## src/rtl/feature_streamer.sv

```systemverilog
// feature_streamer: assembles host beats into feature frames for the HDC core and buffers its results.
// Ports: s_* host beat stream in; fin_valid/fin_ready/features_top frame out to the core;
//        dout_valid/dout_ready/valence/arousal result stream from the core;
//        r_valid/r_ready/r_data result FIFO head to the host; frame_err sticky framing error;
//        outstanding = frames sent minus results received.
// Optional: define FEATURE_STREAMER_FRAME_ID_EN to add r_id, a per-result sequence number.
module feature_streamer #(
    parameter int TOTAL_NUM_CHANNEL = 214,
    parameter int CHANNEL_WIDTH     = 2,
    parameter int BUS_WIDTH         = 8,
    parameter int RESULT_DEPTH      = 4
) (
    input  logic                                       clk,
    input  logic                                       rst,
    input  logic                                       s_valid,
    output logic                                       s_ready,
    input  logic [BUS_WIDTH-1:0]                       s_data,
    input  logic                                       s_last,
    output logic                                       fin_valid,
    input  logic                                       fin_ready,
    output logic [TOTAL_NUM_CHANNEL*CHANNEL_WIDTH-1:0] features_top,
    input  logic                                       dout_valid,
    output logic                                       dout_ready,
    input  logic                                       valence,
    input  logic                                       arousal,
    output logic                                       r_valid,
    input  logic                                       r_ready,
    output logic [1:0]                                 r_data,
    output logic                                       frame_err,
    output logic [7:0]                                 outstanding
`ifdef FEATURE_STREAMER_FRAME_ID_EN
    ,
    output logic [7:0]                                 r_id
`endif
);
    localparam int T     = TOTAL_NUM_CHANNEL;
    localparam int CW    = CHANNEL_WIDTH;
    localparam int CPB   = BUS_WIDTH / CHANNEL_WIDTH;
    localparam int BEATS = (T + CPB - 1) / CPB;
    localparam int BW    = (BEATS > 1) ? $clog2(BEATS) : 1;
    localparam int FW    = T * CW;
    localparam int AW    = $clog2(RESULT_DEPTH);
    localparam logic [BW-1:0] LAST_BEAT = BW'(BEATS - 1);

    typedef enum logic [1:0] {FILL, SEND, DROP} state_t;

    state_t        state_q, state_d;
    logic [BW-1:0] beat_q, beat_d;
    logic [FW-1:0] frame_q, frame_d;
    logic          live_q;
    logic          err_q, err_d;
    logic [7:0]    out_q, out_d;
    logic [1:0]    mem_q [RESULT_DEPTH];
    logic [AW-1:0] wp_q, rp_q;
    logic [AW:0]   cnt_q, cnt_d;
    logic          full_q;
    logic          s_hs, fin_hs, push, pop;

    // live_q keeps both ready outputs low until the first clock after reset release
    assign s_ready      = live_q && state_q != SEND;
    assign fin_valid    = state_q == SEND;
    assign features_top = frame_q;
    assign dout_ready   = live_q && !full_q;
    assign r_valid      = cnt_q != '0;
    assign r_data       = mem_q[rp_q];
    assign frame_err    = err_q;
    assign outstanding  = out_q;
    assign s_hs         = s_valid && s_ready;
    assign fin_hs       = fin_valid && fin_ready;
    assign push         = dout_valid && dout_ready;
    assign pop          = r_valid && r_ready;
    assign cnt_d        = cnt_q + (AW+1)'(push) - (AW+1)'(pop);

    always_comb begin
        state_d = state_q;
        beat_d  = beat_q;
        frame_d = frame_q;
        err_d   = err_q || (push && out_q == 8'd0);
        out_d   = (fin_hs && !push && out_q != 8'hff) ? out_q + 8'd1 :
                  (push && !fin_hs && out_q != 8'd0)  ? out_q - 8'd1 : out_q;
        case (state_q)
            FILL: if (s_hs) begin
                // slot j of the beat is channel beat*CPB+j; slots past the last channel are dropped
                for (int j = 0; j < CPB; j++)
                    if (int'(beat_q) * CPB + j < T)
                        frame_d[(T - int'(beat_q) * CPB - j) * CW - 1 -: CW] = s_data[(CPB - j) * CW - 1 -: CW];
                if (s_last) begin
                    beat_d  = '0;
                    state_d = (beat_q == LAST_BEAT) ? SEND : FILL;
                    err_d   = err_d || beat_q != LAST_BEAT;
                end else if (beat_q == LAST_BEAT) begin
                    beat_d  = '0;
                    err_d   = 1'b1;
                    state_d = DROP;
                end else begin
                    beat_d = beat_q + BW'(1);
                end
            end
            SEND:    state_d = fin_ready ? FILL : SEND;
            DROP:    state_d = (s_hs && s_last) ? FILL : DROP;
            default: state_d = FILL;
        endcase
    end

    always_ff @(posedge clk or posedge rst) begin
        if (rst) begin
            state_q <= FILL;
            beat_q  <= '0;
            frame_q <= '0;
            live_q  <= 1'b0;
            err_q   <= 1'b0;
            out_q   <= 8'd0;
        end else begin
            state_q <= state_d;
            beat_q  <= beat_d;
            frame_q <= frame_d;
            live_q  <= 1'b1;
            err_q   <= err_d;
            out_q   <= out_d;
        end
    end

    always_ff @(posedge clk or posedge rst) begin
        if (rst) begin
            for (int i = 0; i < RESULT_DEPTH; i++) mem_q[i] <= 2'b00;
            wp_q   <= '0;
            rp_q   <= '0;
            cnt_q  <= '0;
            full_q <= 1'b0;
        end else begin
            if (push) mem_q[wp_q] <= {valence, arousal};
            if (push) wp_q <= wp_q + AW'(1);
            if (pop) rp_q <= rp_q + AW'(1);
            cnt_q  <= cnt_d;
            full_q <= cnt_d == (AW+1)'(RESULT_DEPTH);
        end
    end

`ifdef FEATURE_STREAMER_FRAME_ID_EN
    logic [7:0] seq_q;
    logic [7:0] id_q [RESULT_DEPTH];

    assign r_id = id_q[rp_q];

    always_ff @(posedge clk or posedge rst) begin
        if (rst) begin
            seq_q <= 8'd0;
            for (int i = 0; i < RESULT_DEPTH; i++) id_q[i] <= 8'd0;
        end else if (push) begin
            id_q[wp_q] <= seq_q;
            seq_q      <= seq_q + 8'd1;
        end
    end
`endif
endmodule
```

## config.mk

```make
export PLATFORM = sky130hd
export DESIGN_NAME = feature_streamer
export DESIGN_NICKNAME = d
export VERILOG_FILES = /design/src/rtl/feature_streamer.sv
export SDC_FILE = /design/constraint.sdc
export NUM_CORES = 1
export LEC_CHECK = 0
export CAP_MARGIN = 20
export CORE_MARGIN = 4
export CORE_UTILIZATION = 38
export CTS_CLUSTER_SIZE = 14
export DETAILED_ROUTE_END_ITERATION = 6
export PLACE_DENSITY = 0.61
export SYNTH_ARGS = -nofsm -noshare
export SYNTH_HDL_FRONTEND = slang
export SYNTH_SLANG_ARGS = --single-unit
```

## constraint.sdc

```tcl
create_clock -name clk -period 23 [get_ports clk]
set_input_delay 4.6 -clock clk [delete_from_list [all_inputs] [get_ports clk]]
set_output_delay 4.6 -clock clk [all_outputs]
set_load 0.02 [all_outputs]
```

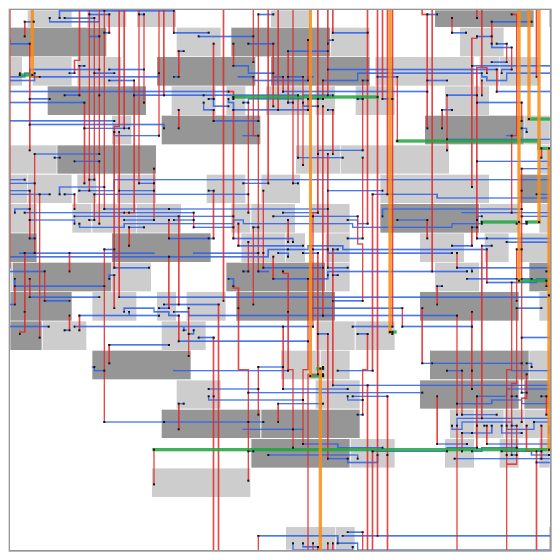
(images/closeup.png)
Region (95, 142) to (145, 192) µm. Cells in gray, sequential cells in the stronger gray; small squares are vias.
M2: drawn in red. M4: drawn in orange. M1: drawn in blue. M3: drawn in green.
Sequential cells in the window: 22. Netlist names of flops here include features_top (22). Most frequent: mux2_2 (22), dfrtp_1 (22), clkdlybuf4s50_1 (20). 90 logic cells have their middle in the window.

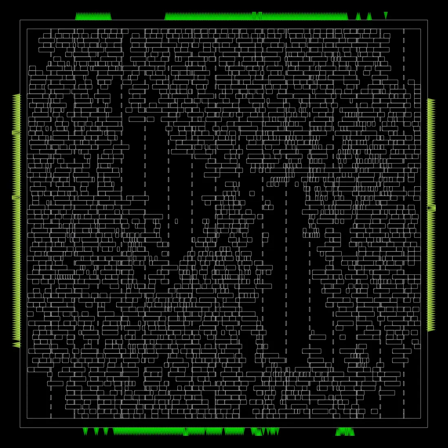
(images/placed.png)
row count: 84
sequential cell area share: 42.22%

==> Changelog: implementation <==
### Changed

- Outcome: completed
- Reg-to-reg critical path endpoint: features_top[327]$_DFFE_PP0P_
- Crit path kind: in -> async
- Overflow left after global routing: 0
- Root Buffer: sky130_fd_sc_hd__clkbuf_16
- Setup slack on the worst flop-to-flop path: 17.64 ns
- Via count of the first global-routing pass: 15670
- Yosys aoi share: 5.368%
- Hold bufs inserted after CTS: 0
- GRT Overall Usage: about 22%
- Leading post-synthesis cells by instance count: 462 x sky130_fd_sc_hd__dfrtp_1, 357 x sky130_fd_sc_hd__mux2_2, 113 x sky130_fd_sc_hd__o21ai_0
- Total half-perimeter wirelength after legalization and detailed placement: 46120 µm
- Pin count of the biggest net entering global routing: a little over 100
- Final critical-path setup slack: 15.54 ns
- Dominant cell area share: 56.94%
- Endpoint kind of the worst setup timing path: asynchronous set/reset pin
- Flip-flops with a built-in enable: 0
- Startpoint Class: input pin
- Xor and xnor area share after synthesis: 1.239%
- Portion of the clock cycle consumed by the worst path in the final layout: approximately a third
- Final Hold Slack: approximately 0.5 ns
- Comb power frac: 15.8%
- Number of detailed-routing iterations run before antenna repair: 5
- Switch Pwr: between 500 and 600 µW
- Number of warnings the tools reported: 37
- Slowest-stage cell, CP: sky130_fd_sc_hd__buf_4
- Total power after layout: 2013 µW
- Highest-count cells in the layout ignoring fill and taps: 462 x sky130_fd_sc_hd__dfrtp_1, 459 x sky130_fd_sc_hd__clkdlybuf4s50_1, 357 x sky130_fd_sc_hd__mux2_2
- Final net count: 2135
- Layout cell share with drive strength beyond 1: a little under a quarter
- Register share after synthesis: 56.94%
- Initial antenna violation count: 2
- Area of the placeable core: 52760 µm²
- Worst Path Buf+Inv: 6
- Synthesized instance count: 1632
- First-pass GRT wire length: between 90000 and 100000 µm
- Slew of the pin with the lowest slew margin: 1.119 ns
- Internal Dissipation: 1448 µW
- Fin. Hold Viols: 0
- Total power density per cell area: around 74 nW/µm²
- Flip-flop cell with the highest count after synthesis: sky130_fd_sc_hd__dfrtp_1
- Yosys stat chip area: 20300 µm²
- Unique cell type count in the Yosys netlist: about 70
- Largest area contributor in the synthesized netlist: sky130_fd_sc_hd__dfrtp_1
- Hold path startpoint: features_top[139]$_DFFE_PP0P_
- Max clock buf depth: 3
- Flops & latches, synth: roughly 460
- Cell Area, Synth: 20300 µm²
- IR drop worst, VDD: 0.00005956 V
- H-tree depth: 2
- Dominant kind of combinational cell: multiplexers
- Via count: 14990
- Clock share of power: 40.3%
- Setup-violating endpoint count in the final report: 0
- Antenna violation net count after detailed routing: 0
- Total Routed Length: 64910 µm
- Area growth from synthesis to layout: 34.87%
- Most numerous cell on the critical path: sky130_fd_sc_hd__buf_4
- Cell with the most instances after synthesis: sky130_fd_sc_hd__dfrtp_1
- Total count of max-transition violations in the final report: 0
- Most common cell after layout, fill and taps aside: sky130_fd_sc_hd__dfrtp_1
- Avg WL per Cell: between 20 and 25 µm
- CP required: between 20 and 25 ns
- Logic depth of the worst register-to-register path: 11
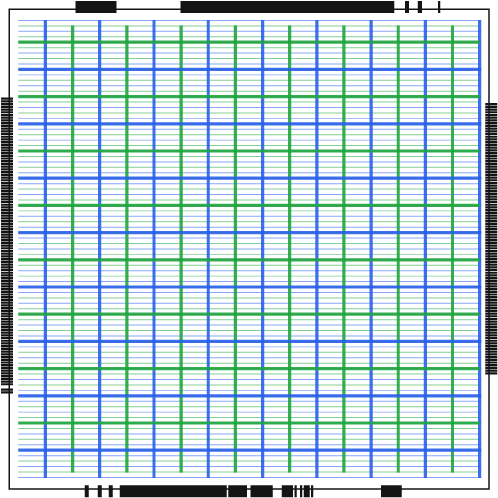
(images/floorplan.png)
Drawn at 2 px/µm. Pins as bars on the die edge.
VDD: drawn in green. VSS: drawn in blue.
The core has 84 rows. 16 straps on met5. 85 met1 rails follow the rows. 17 straps on met4. 460 signal pins sit on the boundary.

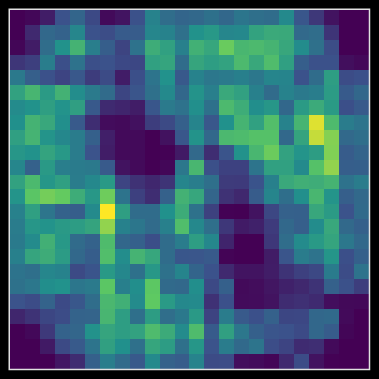
(images/route_heat.png)
Drawn at 1.5 px/µm. 24 x 24 tiles, from dark purple (low) to yellow (high), scaled to the fullest tile. Values are wire area over tile area, all layers added.
6.4% of the tiles are nearly empty. The fullest tile reaches 0.52. The emptiest ninth of the die: lower right. The mean over all tiles is 0.18.

## power by group through the flow
| stage | Combinational (µW) | Clock [µW] | Sequential (µW) |
|---|---|---|---|
| after global routing | 343 | 866 | 889 |
| after detailed placement | 320 | 0 | 898 |
| final | 318 | 811 | 884 |
| after floorplan | 146 | 0 | 924 |
| after global placement | 314 | 0 | 896 |
| after CTS | 321 | 832 | 884 |
## layout make-up
| cell class | instances | area [µm²] |
|---|---|---|
| Antenna cell | 2 | 5.005 |
| Clock inverter | 13 | 171.4 |
| Tap cell | 688 | 860.8 |
| Sequential cell | 462 | 11560 |
| Fill cell | 4649 | 25380 |
| Clock buffer | 75 | 1475 |
| Inverter | 16 | 67.56 |
| Multi-Input combinational cell | 1065 | 8363 |
| Timing Repair Buffer | 488 | 4880 |
## routing by layer
layer  GRT usage (%)  vias up  share of wire (%)
met1           27.89     7663                 41
met4           7.704        0                3.1
met2           36.57      490                 49
met5               0        -                  0
met3           6.530       99                7.7
li1                -     6734                  -
## how the worst max path moves through the flow
stage,from,end,slack (ns),cells after the start
3_5_place_dp,rst,features_top[234]$_DFFE_PP0P_,14.35,5
4_1_cts,rst,features_top[133]$_DFFE_PP0P_,14.97,5
2_1_floorplan,rst,beat_q[0]$_DFFE_PP0P_,5.52,1
6_report,rst,features_top[389]$_DFFE_PP0P_,15.54,6
5_1_grt,rst,features_top[205]$_DFFE_PP0P_,15.05,6
3_3_place_gp,rst,features_top[234]$_DFFE_PP0P_,14.47,5
## sequential cells by signal, indices dropped and copies added (netlist names)
signal	cells
features_top	428
full_q	1
live_q	1
outstanding	8
rp_q	2
state_q	2
beat_q	6
frame_err	1
mem_q	8
cnt_q	3
wp_q	2
Power figures rest on the tool's default switching activity, not on a simulated workload.
